**config.mk**
```make
export PLATFORM = sky130hd
export DESIGN_NAME = al_alarm_unit
export DESIGN_NICKNAME = d
export VERILOG_FILES = /design/src/rtl/alarm_pkg.sv /design/src/rtl/bcd_time_valid.sv /design/src/rtl/al_alarm_unit.sv
export SDC_FILE = /design/constraint.sdc
export NUM_CORES = 1
export LEC_CHECK = 0
export CORE_ASPECT_RATIO = 0.8
export CORE_MARGIN = 5
export CORE_UTILIZATION = 50
export CTS_BUF_LIST = sky130_fd_sc_hd__clkbuf_16
export DETAILED_ROUTE_END_ITERATION = 7
export GPL_TIMING_DRIVEN = 0
export PLACE_DENSITY = 0.95
export SYNTH_ARGS = -nofsm -noshare
export SYNTH_HDL_FRONTEND = slang
export SYNTH_HIERARCHICAL = 1
export SYNTH_SLANG_ARGS = --single-unit
```
**constraint.sdc**
```tcl
create_clock -name clk256 -period 5.05 [get_ports clk256]
set_clock_uncertainty 0.2 [all_clocks]
set_input_delay 0.7575 -clock clk256 [delete_from_list [all_inputs] [get_ports clk256]]
set_output_delay 0.7575 -clock clk256 [all_outputs]
set_load 0.01 [all_outputs]
```
**src/rtl/alarm_pkg.sv**
```systemverilog
// Shared types and constants for the alarm unit and BCD time validation.
package alarm_pkg;

    localparam int unsigned TIME_W = 16;

    typedef enum logic [1:0] {
        IDLE       = 2'd0,
        RINGING    = 2'd1,
        SNOOZE     = 2'd2,
        WAIT_CLEAR = 2'd3
    } alarm_state_e;

    typedef struct packed {
        logic [3:0] ms_hr;
        logic [3:0] ls_hr;
        logic [3:0] ms_min;
        logic [3:0] ls_min;
    } bcd_time_t;

    localparam logic [7:0] LED_ALL_ON = 8'hFF;
    localparam logic [7:0] LED_SNOOZE = 8'h81;

    localparam logic [3:0] BCD_DIGIT_MAX      = 4'd9;
    localparam logic [3:0] BCD_MIN_TENS_MAX   = 4'd5;
    localparam logic [3:0] BCD_HR_TENS_MAX    = 4'd2;
    localparam logic [3:0] BCD_HR_UNITS_AT_20 = 4'd3;

endpackage

```
**src/rtl/bcd_time_valid.sv**
```systemverilog
// Combinational check that an HH:MM BCD value is a legal 24-hour time.
module bcd_time_valid
    import alarm_pkg::*;
(
    input  logic [TIME_W-1:0] bcd_time,
    output logic              valid
);

    bcd_time_t t;

    assign t = bcd_time_t'(bcd_time);

    always_comb begin
        valid = (t.ms_hr  <= BCD_HR_TENS_MAX)  &&
                (t.ls_hr  <= BCD_DIGIT_MAX)    &&
                (t.ms_min <= BCD_MIN_TENS_MAX) &&
                (t.ls_min <= BCD_DIGIT_MAX);
        // 20..23 is the only legal range once the tens-of-hours digit is 2
        if ((t.ms_hr == BCD_HR_TENS_MAX) && (t.ls_hr > BCD_HR_UNITS_AT_20)) begin
            valid = 1'b0;
        end
    end

endmodule

```
**src/rtl/al_alarm_unit.sv**
```systemverilog
// Alarm register, time comparator and ring/snooze sequencer with LED pattern
// and display mux, all on the clk256 domain.
module al_alarm_unit
    import alarm_pkg::*;
#(
    parameter int unsigned RING_SECONDS = 60,
    parameter int unsigned SNOOZE_MIN   = 9,
    parameter int unsigned BLINK_BITS   = 7
) (
    input  logic              clk256,
    input  logic              reset,
    input  logic              one_second,
    input  logic              one_minute,
    input  logic              load_alarm,
    input  logic [TIME_W-1:0] alarm_in,
    input  logic [TIME_W-1:0] current_time,
    input  logic              show_alarm,
    input  logic              alarm_enable,
    input  logic              stop,
    input  logic              snooze,
    output logic [TIME_W-1:0] alarm_time,
    output logic [TIME_W-1:0] display_time,
    output logic              ringing,
    output logic              snoozing,
    output logic              load_err,
    output logic [7:0]        led
);

    localparam int unsigned RING_W = 8;
    localparam int unsigned SNZ_W  = 6;

    alarm_state_e            state, state_d;
    logic [RING_W-1:0]       ring_cnt, ring_d;
    logic [SNZ_W-1:0]        snz_cnt, snz_d;
    logic [BLINK_BITS-1:0]   blink_cnt, blink_d;
    logic                    match_q;
    logic                    alarm_valid_c;
    logic                    load_ok_c;
    logic                    enter_ring_c;
    logic [TIME_W-1:0]       alarm_d, display_d;
    logic                    ringing_d, snoozing_d, load_err_d;
    logic [7:0]              led_d;

    bcd_time_valid u_alarm_valid (
        .bcd_time (alarm_in),
        .valid    (alarm_valid_c)
    );

    assign load_ok_c = load_alarm && alarm_valid_c;

    // State, counters and registered outputs
    always_ff @(posedge clk256) begin
        if (reset) begin
            state        <= IDLE;
            ring_cnt     <= '0;
            snz_cnt      <= '0;
            blink_cnt    <= '0;
            match_q      <= 1'b0;
            alarm_time   <= '0;
            display_time <= '0;
            ringing      <= 1'b0;
            snoozing     <= 1'b0;
            load_err     <= 1'b0;
            led          <= 8'h00;
        end else begin
            state        <= state_d;
            ring_cnt     <= ring_d;
            snz_cnt      <= snz_d;
            blink_cnt    <= blink_d;
            match_q      <= (current_time == alarm_time);
            alarm_time   <= alarm_d;
            display_time <= display_d;
            ringing      <= ringing_d;
            snoozing     <= snoozing_d;
            load_err     <= load_err_d;
            led          <= led_d;
        end
    end

    // Next-state and next-output logic
    always_comb begin
        state_d      = state;
        ring_d       = ring_cnt;
        snz_d        = snz_cnt;
        enter_ring_c = 1'b0;

        case (state)
            IDLE: begin
                if (alarm_enable && match_q) begin
                    state_d      = RINGING;
                    ring_d       = '0;
                    enter_ring_c = 1'b1;
                end
            end
            RINGING: begin
                if (!alarm_enable) begin
                    state_d = IDLE;
                end else if (load_ok_c || stop) begin
                    state_d = WAIT_CLEAR;
                end else if (snooze) begin
                    state_d = SNOOZE;
                    snz_d   = '0;
                end else if (one_second) begin
                    if (ring_cnt == RING_W'(RING_SECONDS - 1)) begin
                        state_d = WAIT_CLEAR;
                    end else begin
                        ring_d = ring_cnt + RING_W'(1);
                    end
                end
            end
            SNOOZE: begin
                if (!alarm_enable) begin
                    state_d = IDLE;
                end else if (load_ok_c || stop) begin
                    state_d = WAIT_CLEAR;
                end else if (one_minute) begin
                    if (snz_cnt == SNZ_W'(SNOOZE_MIN - 1)) begin
                        state_d      = RINGING;
                        ring_d       = '0;
                        enter_ring_c = 1'b1;
                    end else begin
                        snz_d = snz_cnt + SNZ_W'(1);
                    end
                end
            end
            WAIT_CLEAR: begin
                // Hold off until the matched minute has passed
                if (!match_q) begin
                    state_d = IDLE;
                end
            end
            default: begin
                state_d = IDLE;
            end
        endcase

        blink_d    = enter_ring_c ? '0 : blink_cnt + BLINK_BITS'(1);
        alarm_d    = load_ok_c ? alarm_in : alarm_time;
        display_d  = show_alarm ? alarm_time : current_time;
        load_err_d = load_alarm && !alarm_valid_c;
        ringing_d  = (state_d == RINGING);
        snoozing_d = (state_d == SNOOZE);

        case (state_d)
            RINGING: led_d = blink_d[BLINK_BITS-1] ? 8'h00 : LED_ALL_ON;
            SNOOZE:  led_d = LED_SNOOZE;
            default: led_d = {7'b0, alarm_enable};
        endcase
    end

endmodule
```
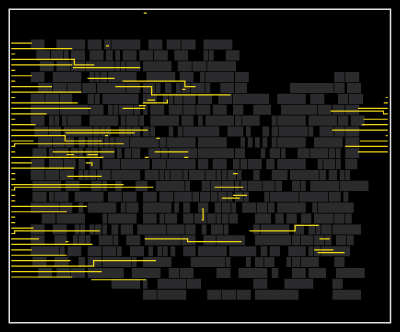
Fig. 1. Met3 routing (run 1).
(4 px per micron)
main direction: horizontal
wire length on this layer: 845 microns
longest straight run: 34.5 microns
share of all routed wire: 11%
nets with wire on the layer: 77

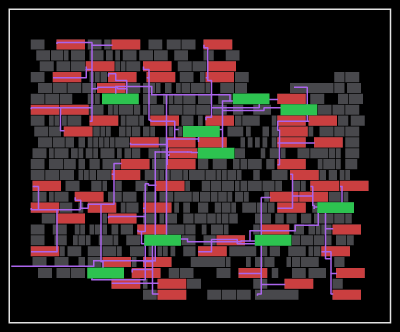
Fig. 2. Clock wires, drivers and flops (run 1).
(4 px per micron)
legend:
  green:
    item: clock-net drivers
    count: 9
  red:
    item: flip-flops
    count: 62
  purple:
    item: clock wires
    length: 785 microns
routed clock nets: 10

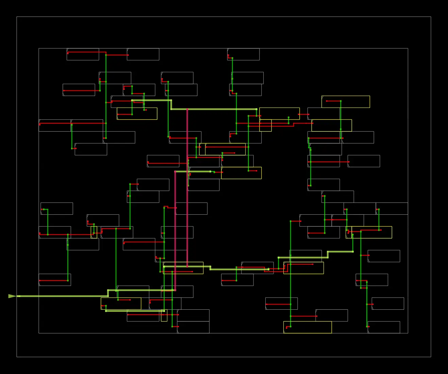
Fig. 3. The clock network (run 1).
Worst-Skew Late Latency: 330 ps
Seq Cell Count: 62

==> results.cfg, run 1 <==
; synthesis and place-and-route metrics
[run_status]
status = finished clean

[synth]
ys_cells = 323
synth_seq_share = 0.430
syn_nets = 370
synthesis.area_sq_mm = 0.00289
numSynthFlops = 62
yosys_most_used_dff = dfxtp_1
edf_count = 0
ys_types = 49
ys_async_sr_fraction = 0
yosysWarnings = 6
yosysChipArea_sq_mm = 0.00289
netlist_instances = 323

[critical_path]
cp_max_fo = 8
path_buffers = 1
start_kind = input port
slowest_stage = a311oi_1
crit_family = AND-OR/OR-AND gates
arrival_ps = 3460
critPathKind = in2reg
max_stage_delay_ps = 600
worst_ep_required_time_ps = 5030

[clocking]
clockBufferDepth = 2
clk_pin_slew_ps = 50
cts_setup_buffers = 0
cts_root_buffer = clkbuf_16
cts_buffers = 9
ctsHoldBuffers = 0
cts_tree = done
post_cts_resized = 0
clock-sinks = 62
htreeDepth = 3

[floorplanning]
core_region_area_sq_mm = 0.00553
io_pins = 84
die-area_sq_mm = 0.00740
rows = 24
die_y_microns = 78.0
fp-utilization = 0.523

[layout]
nets = 463
logic_area_sq_mm = 0.00147
lay_top_cells = 82 x clkdlybuf4s50_1, 62 x dfxtp_1, 45 x nand2_1
nFillCells = 400
areaGrowthSynthToFinish_pct = 42.5
drive_gt1_frac = 0.0784
antennaDiodeCount = 0
mostFrequentLayoutCell = clkdlybuf4s50_1
flop_area_sq_mm = 0.00124

[final_timing]
slew_headroom = 0.586
finalSetupTns_ps = 0
hold_slack_ps = 250
fmax_mhz = 288
rsz0062_at_grt = false
hold_violations = 0
fin_crit_sh = 0.688
tightest_slew_ps = 617
fin_crit_ps = 3480

[place]
io_buffers = 82
gp_congestion = 0.852

[routing]
post_drt_wl_per_cell_microns = 15.7
routed-via-count = 2659
remaining_drc_errors = 0
drtIter0Drc = 152
ant_nets = 0
vias_per_cell = 5.33
drt_pass1_iterations = 4
wl_microns = 7850

[pwr]
powerDensity_mw_per_mm2 = 299
seqPwrFrac = 0.409
swShare = 0.206
power_mw = 1.23
power_frac_clock = 0.511
p_int_mw = 0.977
p_switching_mw = 0.253
vdd_drop_max_mv = 0.192

[grt]
track_usage = 0.228
grt_pass1_vias = 2852
grt_pass1_wl_microns = 13100
antenna_found_initial = 0
grt_max_degree = 11

[run]
maxCapViolCount = 0

[hold_path]
hp-class = reg2reg
run 1: power groups by stage:
stage               Sequential, mW  Combinational, mW  Clock, mW
floorplan                    0.516             0.0332          0
global placement             0.512             0.0948          0
detailed placement           0.513             0.0973          0
CTS                          0.503             0.0982      0.635
global route                 0.503              0.106      0.668
finish                       0.503             0.0983      0.629
run 1: kinds of logic (layout without fill, tap and decap cells):
| logic type | Yosys count | in the layout | synth area share |
|---|---|---|---|
| adders and majority gates | 6 | 6 | 0.0260 |
| AOI/OAI and AO/OA | 53 | 53 | 0.117 |
| and+or+nand+nor | 125 | 125 | 0.218 |
| muxes | 20 | 20 | 0.0693 |
| buffers and inverters | 31 | 129 | 0.0611 |
| xor gates and xnor gates | 26 | 26 | 0.0789 |
| DFF | 62 | 62 | 0.430 |
run 1: stage by stage:
step | area [sq um] | util | cells | setup WS [ps]
floorplan | 2890 | - | 323 | 2350
global placement | 3810 | 0.689 | 483 | 1470
detailed placement | 3810 | 0.689 | 483 | 1340
CTS | 4110 | 0.745 | 499 | 1630
global route | 4110 | 0.745 | 499 | 1440
finish | 4110 | 0.745 | 499 | 1570
run 1: worst register-to-register path, stage by stage, from the launching register on:
cell and delay [ps]:
dfxtp_1 340, ha_1 230, and4_1 240, nand3_1 100
a31oi_1 90, a311oi_1 520, ha_1 380, mux2i_1 170
o21ai_0 90
run 1: synth_stat cells, types with 3 or more instances:
master    instances  share of area
clkbuf_1          6         0.0078
a21oi_1          23          0.040
buf_6             4          0.016
ha_1              6          0.026
o21ai_0           6          0.010
dfxtp_1          62           0.43
xor2_1           22          0.067
nor4_2            3          0.013
o31ai_1           4          0.010
nor4_1            3         0.0065
nand4_1           5          0.011
or4_1             4          0.010
mux2i_1          20          0.069
xnor2_1           4          0.012
nand3_1           9          0.016
buf_4             5          0.013
nand2_1          45          0.058
inv_1            12          0.016
nor3_1            6          0.010
nor2_1           32          0.042
o211ai_1          5          0.013
and2_1            3         0.0065
run 1: registers in the layout, summed over array words and instances (netlist names):
name,cells
alarm_time,16
blink_cnt,7
display_time,16
led,3
load_err,1
match_q,1
ring_cnt,8
ringing,1
snoozing,1
snz_cnt,6
state,2
run 1: layout make-up:
class / count / share of cell area
timing repair buffer: 82 / 0.200
clock inverter: 7 / 0.0201
multi-input combinational: 230 / 0.357
sequential: 62 / 0.302
tap: 78 / 0.0237
buffer: 19 / 0.0319
clock buffer: 9 / 0.0547
inverter: 12 / 0.0109
run 1: layer usage:
metal	track usage	vias up	part of all wire
met5	0	-	0
met4	0.0807	0	0.022
met3	0.133	16	0.11
met2	0.392	113	0.50
met1	0.227	1238	0.37
li1	-	1292	-
run 1: worst paths after layout:
check	end	start	cells past startpoint	slack [ps]
setup / recovery	led[0]$_SDFF_PP0_	alarm_in[11]	10	1570
hold / removal	blink_cnt[0]$_SDFF_PP0_	blink_cnt[0]$_SDFF_PP0_	1	250
setup reg to reg	led[0]$_SDFF_PP0_	ring_cnt[0]$_SDFFE_PP0P_	8	2540
hold reg to reg	blink_cnt[0]$_SDFF_PP0_	blink_cnt[0]$_SDFF_PP0_	1	250
Fig. 4: run 1, placed cells, one color a class
(3 px per micron)
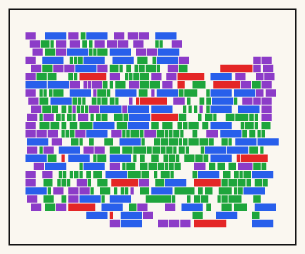

==> run 2, diff against run 1 <==
- CORE_UTILIZATION: 50 -> 47
- PLACE_DENSITY: 0.95 -> 0.9
- clock period: 5.05 -> 3.45 ns (I/O delays scaled with it)
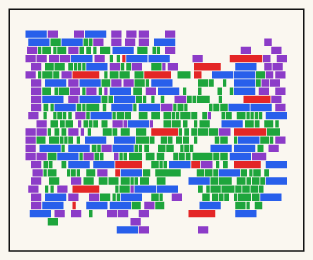
Fig. 5. Placed cells, one color a class (run 2).
(3 px per micron)
legend:
  blue:
    class: registers
    cells: 62
    share_of_their_area: 31%
  purple:
    class: remaining buffers and delay cells
    cells: 101
    share_of_their_area: 24%
  red:
    class: clock drivers and dummy loads
    cells: 16
    share_of_their_area: 7.8%
  green:
    class: remaining logic cells
    cells: 242
    share_of_their_area: 38%

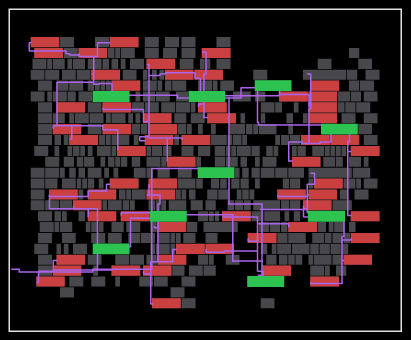
Fig. 6. Clock wires, drivers and flops (run 2).
(4 px per micron)
legend:
  purple:
    item: clock wires
    length: 824 microns
  red:
    item: flip-flops
    count: 62
  green:
    item: clock-net drivers
    count: 9
flops lie: spread over the die
routed clock nets: 10

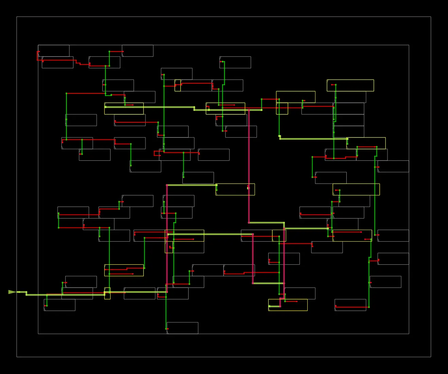
Fig. 7. The clock network (run 2).
power of the clock network: 0.946 mW
CTS Buf Count: 9
clkbuf count: 9
clk sinks: 62

==> run 2 against run 1 <==
  * Non-clock buffer count unchanged
  * First-iteration DRC count shrank 33%
  * Synthesized cell count is the same
  * Routed wire length shrank 5.6%
  * Largest cell class unchanged
==> results.cfg, run 2 <==
; synthesis and place-and-route metrics
[clocking]
cts_root_buffer = clkbuf_16

[routing]
wl_microns = 7410
wl_met1_microns = 2880
remaining_drc_errors = 0
top_layer = met4
wl_met2_microns = 3570
post_drt_wl_per_cell_microns = 14.8

[critical_path]
critPathCapture = led[0]$_SDFF_PP0_
rr_endpoint = led[0]$_SDFF_PP0_
critPathKind = in2reg
r2r-start = ring_cnt[0]$_SDFFE_PP0P_
path_buffers = 1
cp_num_cells = 10
startpoint = alarm_in[11]
max_stage_delay_ps = 540
regToRegSetupSlack_ps = 1080

[layout]
nFillCells = 449
final_cell_area_sq_mm = 0.00412
utilization = 0.694
nets = 463
lay_top_cells = 82 x clkdlybuf4s50_1, 62 x dfxtp_1, 45 x nand2_1
top_regs = alarm_time (16), display_time (16), ring_cnt (8)

[floorplanning]
core_region_area_sq_mm = 0.00594
die_y_microns = 80.1
die-area_sq_mm = 0.00782

[synth]
synth_seq_share = 0.430
area_leaders = dfxtp_1 43%, mux2i_1 6.9%, xor2_1 6.7%
synthTopCellsByCount = 62 x dfxtp_1, 45 x nand2_1, 32 x nor2_1
ys_cells = 323
synthesis.area_sq_mm = 0.00289
synth.most_common_cell = dfxtp_1

[run]
maxCapViolCount = 0

[place]
dpl_cell_area_sq_mm = 0.00381
pre_cts_ws_ps = 65.8

[final_timing]
finalSetupTns_ps = 0
hold_violations = 0
tightest_slew_ps = 516

[hold_path]
hp-class = reg2reg

[run_status]
status = finished clean

[pwr]
power_mw = 1.82
vdd_drop_max_mv = 0.279

[grt]
track_usage = 0.199
grt_pass1_wl_microns = 12400
## run 2: cell counts after synthesis
Identical to the previous run, type by type.
## run 2: metal layers
| metal | track usage | vias to the layer above |
|---|---|---|
| met4 | 0.0664 | 0 |
| met1 | 0.202 | 1212 |
| met5 | 0 | - |
| met3 | 0.114 | 18 |
| met2 | 0.347 | 105 |
| li1 | - | 1296 |
## run 2: worst reg2reg max path, delay by kind of cell, from the launching register on
| kind | cells | cell delay [ps] |
|---|---|---|
| compound gates | 3 | 620 |
| fa+ha+maj | 2 | 590 |
| simple gates | 2 | 350 |
| flops | 1 | 330 |
| mux | 1 | 150 |
## run 2: area by class of cell
class,count,area [sq um],area share
plain buffers,19,131,0.0319
clock inverters,7,88.8,0.0215
inverters,12,45.0,0.0109
flip-flops and latches,62,1240,0.301
repair buffers,82,821,0.199
multi-input cells,230,1470,0.356
well taps,81,101,0.0246
clock buffers,9,225,0.0546
## run 2: cell families (layout without fill, tap and decap cells)
family          Yosys count  in the layout  synth area share
buf+inv                  31            129            0.0611
mux                      20             20            0.0693
flops                    62             62             0.430
compound gates           53             53             0.117
fa+ha+maj                 6              6            0.0260
xor+xnor                 26             26            0.0789
simple gates            125            125             0.218
## run 2: worst min-delay path by stage
stage / start / endpoint / slack (ps) / cells past startpoint
after floorplan: blink_cnt[0]$_SDFF_PP0_ / blink_cnt[0]$_SDFF_PP0_ / 220 / 1
after global placement: blink_cnt[0]$_SDFF_PP0_ / blink_cnt[0]$_SDFF_PP0_ / 230 / 1
after detailed placement: blink_cnt[0]$_SDFF_PP0_ / blink_cnt[0]$_SDFF_PP0_ / 240 / 1
after CTS: blink_cnt[0]$_SDFF_PP0_ / blink_cnt[0]$_SDFF_PP0_ / 260 / 1
after global routing: blink_cnt[0]$_SDFF_PP0_ / blink_cnt[0]$_SDFF_PP0_ / 280 / 1
final: blink_cnt[0]$_SDFF_PP0_ / blink_cnt[0]$_SDFF_PP0_ / 260 / 1
## run 2: where the power goes
part           leakage, nW  internal [mW]  switching [mW]
Clock                0.150          0.626           0.319
Combinational        0.967         0.0798          0.0628
Sequential           0.503          0.730         0.00599
Total                 1.62           1.44           0.388
## run 2: per-stage QoR
stage	std cells	hold WS [ps]
finish	502	260
global placement	486	227
CTS	502	262
detailed placement	486	244
floorplan	323	218
global route	502	283
Fig. 8: run 2, met3 routing
(4 px per micron)
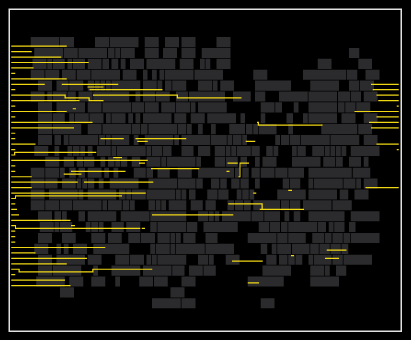

==> run 3, diff against run 2 <==
- CAP_MARGIN: unset -> 20
- CORE_ASPECT_RATIO: 0.8 -> 1.2
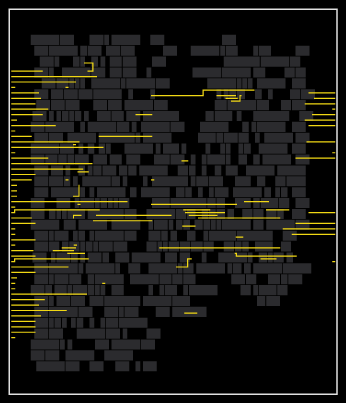
Fig. 9. Met3 routing (run 3).
(4 px per micron)
wire length on this layer: 747 microns
nets with wire on the layer: 89
main direction: horizontal

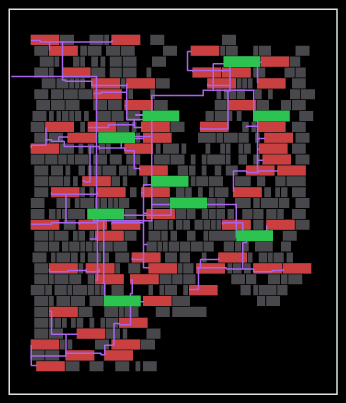
Fig. 10. Clock wires, drivers and flops (run 3).
(4 px per micron)
legend:
  purple:
    item: clock wires
    length: 751 microns
  red:
    item: flip-flops
    count: 62
  green:
    item: clock-net drivers
    count: 9
routed clock nets: 10
flops lie: spread over the die

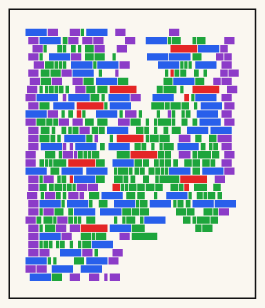
Fig. 11. Placed cells, one color a class (run 3).
(3 px per micron)
legend:
  blue:
    class: registers
    cells: 62
    share_of_their_area: 31%
  purple:
    class: remaining buffers and delay cells
    cells: 101
    share_of_their_area: 24%
  green:
    class: remaining logic cells
    cells: 242
    share_of_their_area: 38%
  red:
    class: clock drivers and dummy loads
    cells: 15
    share_of_their_area: 6.4%

==> run 3 against run 2 <==
  * Via count grew 0.84%
  * Clock-buffer cell count is the same
  * Synthesized area is the same
  * Hold slack gained 4.0 ps
  * Largest power group unchanged
  * Highest routed layer unchanged
==> results.cfg, run 3 <==
; synthesis and place-and-route metrics
[synth]
ys_async_sr_fraction = 0
netlist_instances = 323
numSynthFlops = 62
ys_cells = 323
synth_seq_share = 0.430
largest_area_cell = dfxtp_1
area_leaders = dfxtp_1 43%, mux2i_1 6.9%, xor2_1 6.7%
ys_types = 49
yosysChipArea_sq_mm = 0.00289
synth.most_common_cell = dfxtp_1
yosys.area.top_type_share = 0.430
yosysWarnings = 6
syn_nets = 370
synthesis.area_sq_mm = 0.00289
edf_count = 0

[hold_path]
hp-class = reg2reg

[final_timing]
tightest_slew_ps = 513
hold_violations = 0
fin_crit_sh = 0.910
slew_headroom = 0.655

[routing]
drt_pass1_iterations = 4
drtIter0Drc = 142
post_drt_wl_per_cell_microns = 15.0
ant_nets = 0

[grt]
track_usage = 0.206
grt_pass1_vias = 2683
grt_pass1_wl_microns = 12300
grt_max_degree = 11
antenna_found_initial = 0

[clocking]
ctsHoldBuffers = 0
htreeDepth = 3
cts_root_buffer = clkbuf_16
clock-sinks = 62
cts_setup_buffers = 0
clock_latency_ps = 320
cts_tree = done
clk_pin_slew_ps = 50
post_cts_resized = 0

[run_status]
status = finished clean

[floorplanning]
die-area_sq_mm = 0.00782
die_y_microns = 95.9
rows = 31
core_region_area_sq_mm = 0.00601
fp-utilization = 0.480

[pwr]
vdd_drop_max_mv = 0.296
powerDensity_mw_per_mm2 = 405
swShare = 0.222
power_frac_clock = 0.465

[critical_path]
max_stage_delay_ps = 540
cp_max_fo = 8
arrival_ps = 3170
worst_ep_required_time_ps = 3480
r2r-start = snz_cnt[2]$_SDFFE_PP0P_
slowest_stage = clkdlybuf4s50_1
critPathKind = in2reg

[layout]
final_cell_area_sq_mm = 0.00407
nets = 463
antennaDiodeCount = 0
mostFrequentLayoutCell = clkdlybuf4s50_1
drive_gt1_frac = 0.0810
top_regs = alarm_time (16), display_time (16), ring_cnt (8)

[place]
dp_cells = 487
dpl_cell_area_sq_mm = 0.00381

[run]
maxCapViolCount = 0
## run 3: per-layer routing
metal / vias to the layer above / GRT usage / routed length, microns
met5: - / 0 / 0
met4: 0 / 0.0873 / 167
met3: 20 / 0.0843 / 746
met2: 125 / 0.361 / 3770
met1: 1211 / 0.215 / 2830
li1: 1297 / - / -
## run 3: kinds of logic after synthesis
logic type / share of synthesized area
simple gates: 0.218
flops: 0.430
compound gates: 0.117
buf+inv: 0.0611
xor+xnor: 0.0789
mux: 0.0693
fa+ha+maj: 0.0260
## run 3: worst max-delay path: cells and delay by family
family / cells / cell delay, ps
buf+inv: 1 / 540
simple gates: 3 / 370
mux: 1 / 130
compound gates: 4 / 1260
fa+ha+maj: 1 / 350
## run 3: layout make-up
| type | count | area, sq um |
|---|---|---|
| Buffer | 19 | 131 |
| Clock buffer | 9 | 225 |
| Clock inverter | 6 | 30.0 |
| Fill cell | 486 | 1950 |
| Inverter | 12 | 45.0 |
| Multi-Input combinational cell | 230 | 1470 |
| Sequential cell | 62 | 1240 |
| Tap cell | 82 | 103 |
| Timing Repair Buffer | 82 | 821 |
## run 3: worst max path at each step
stage | start | end | slack (ps) | cells after the start
after floorplan | alarm_in[10] | led[0]$_SDFF_PP0_ | 990 | 9
after global placement | alarm_in[11] | led[0]$_SDFF_PP0_ | 30 | 10
after detailed placement | alarm_in[11] | led[0]$_SDFF_PP0_ | 20 | 10
after CTS | alarm_in[11] | led[0]$_SDFF_PP0_ | 310 | 10
after global routing | alarm_in[11] | led[0]$_SDFF_PP0_ | 160 | 10
final | alarm_in[11] | led[0]$_SDFF_PP0_ | 310 | 10
## run 3: power groups by stage
stage | clock network, mW | registers (mW) | logic, mW
5_1_grt | 0.819 | 0.737 | 0.155
3_3_place_gp | 0 | 0.750 | 0.141
3_5_place_dp | 0 | 0.751 | 0.143
4_1_cts | 0.778 | 0.736 | 0.145
6_report | 0.766 | 0.736 | 0.144
2_1_floorplan | 0 | 0.755 | 0.0487
## run 3: through the flow
step	power, mW	worst slack [ps]	hold slack, ps	utilization
2_1_floorplan	0.803	986	218	-
3_3_place_gp	0.891	32.7	230	0.634
3_5_place_dp	0.894	16.6	253	0.634
4_1_cts	1.66	309	261	0.676
5_1_grt	1.71	162	289	0.676
6_report	1.65	311	264	0.676
Power is estimated from default activity; no workload was simulated.
